Design vgm_wb_arbiter, sky130hd; sources not shown.
met2.png
Drawn at 2 px/um.
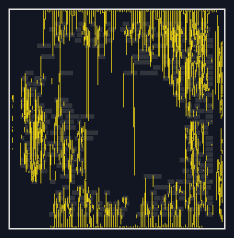
longest straight run = 45.9 um
nets with wire on the layer = 486
main direction = vertical
wire length on this layer = 4590 um
share of all routed wire = 51%
Via Count: 2134
met2 usage: 22.12%
Routed WL: 9.080 mm

final_congestion.png
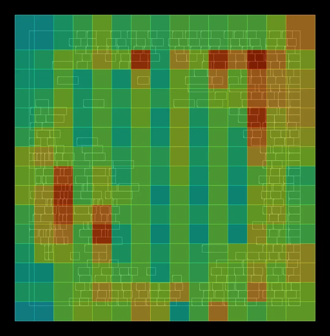
met1 GRT Util: 14.09%
GRT Overall Usage: 12.35%
gr busiest metal: met2
average wire per standard cell: 18.61 um
fin util: 41.44%

==> flow_summary.json <==
{
  "synthDistinctLibCells": 18,
  "drc": 0,
  "power_density_nw_per_um2": 402.9,
  "worstPathArrival_ns": 1.39,
  "outcome": "finished, violations left",
  "core_um2": 9459,
  "path_clk_slew_ns": 0.04,
  "final_common_cell": "clkdlybuf4s50_1",
  "place_hpwl_mm": 6.434,
  "hold_violations": 0,
  "xor_area_share_pct": 1.911,
  "fp-row-count": 36,
  "crit_path_end_kind": "primary output",
  "drv_cap": 0,
  "start_kind": "input port",
  "ant_nets": 0,
  "clock_sink_count": 8,
  "yosysTopAreaCell": "a22o_1",
  "fin_ws_ns": -0.05930,
  "p_sw_uw": 614.6,
  "cts_tree": "yes",
  "die_h_um": 109,
  "ctsHtreeMaxLevel": 1,
  "fa_ha_area_share_pct": 1.820,
  "ys_sh_mux_pct": 0,
  "log.warning_count": 29,
  "setup_viol": 43,
  "initialDrtViolationCount": 113,
  "fin_crit_sh_pct": 103.1,
  "cts-hold-fix-buffers": 0,
  "power_frac_clock_pct": 12.9,
  "async_reset_ff_share_pct": 0,
  "ys_seq_elements": 8,
  "yosys_cells": 179,
  "flop_cell": "dfxtp_1",
  "violations": "negative setup slack",
  "max_freq_mhz": 510.4,
  "first_global_vias": 2118,
  "simple_gate_area_share_pct": 10.74,
  "ir_drop_v": 0.0005125,
  "hold_path.class": "reg -> reg",
  "p_int_uw": 964.9,
  "rsz0062_at_grt": "true",
  "numPortBuffers": 210,
  "avgSynthCellArea_um2": 7.682,
  "reg2reg_depth": 8,
  "grt_overflow": 0,
  "grt_pass1_wl_mm": 11.70,
  "ys_chip_area_um2": 1375,
  "fp_util_pct": 14.54,
  "logic_family": "AND-OR/OR-AND gates",
  "synth_seq_share_pct": 11.65,
  "synth.top_cell.area_share_pct": 41.40,
  "largest_reg_flops": 5,
  "synth_cells": 179,
  "fp.dieW_um": 107,
  "insertion_delay_ns": 0.23,
  "lay_top_cells": "clkdlybuf4s50_1, buf_6, a22o_1",
  "syn_area_um2": 1375,
  "cts-buffers-inserted": 3
}
[through the flow]
step / worst slack [ns] / instance area (um^2) / hold WS (ns) / TNS [ns] / cells
final: -0.05930 / 3920 / 0.4811 / -0.6804 / 488
after global routing: -0.1099 / 3920 / 0.5222 / -4.245 / 488
after CTS: -0.04386 / 3618 / 0.4886 / -0.1499 / 478
after detailed placement: -0.3788 / 3296 / 0.4755 / -4.259 / 470
after global placement: -0.3618 / 3296 / 0.4420 / -3.846 / 470
after floorplan: 0.007486 / 1408 / 0.4297 / 0 / 179
[timing repair]
| action | 4_1_cts | 5_1_grt |
|---|---|---|
| cloned | 0 | 9 |
| pin swaps | 73 | 11 |
| setup endpoints to repair | 72 | 69 |
| setup buffers | 5 | 1 |
| resized | 136 | 24 |
[power groups by stage]
stage / Clock [mW] / Sequential [mW] / Combinational (mW)
after floorplan: 0 / 0.184 / 0.584
after global placement: 0 / 0.181 / 0.990
after detailed placement: 0 / 0.182 / 0.997
after CTS: 0.210 / 0.180 / 1.07
after global routing: 0.224 / 0.183 / 1.25
final: 0.204 / 0.182 / 1.19
[metal layers]
metal	wire (um)	vias up	part of all wire [%]	global-route usage, %
li1	-	1014	-	-
met1	3543	980	39	14.09
met2	4588	140	51	22.12
met3	948	0	10	5.861
met4	0	0	0	0.5479
met5	0	-	0	0
[layout make-up]
cell class                 instances  area (um^2)
tap                              114        142.6
sequential                         8        170.2
multi-input combinational        109        907.1
clock buffer                       3        41.29
inverter                          16        86.33
fill                             920         5539
timing repair buffer             238         2572
[worst max-delay path, stage by stage]
cell and delay (ns):
clkdlybuf4s50_1 0.42, a22o_4 0.26, buf_12 0.14
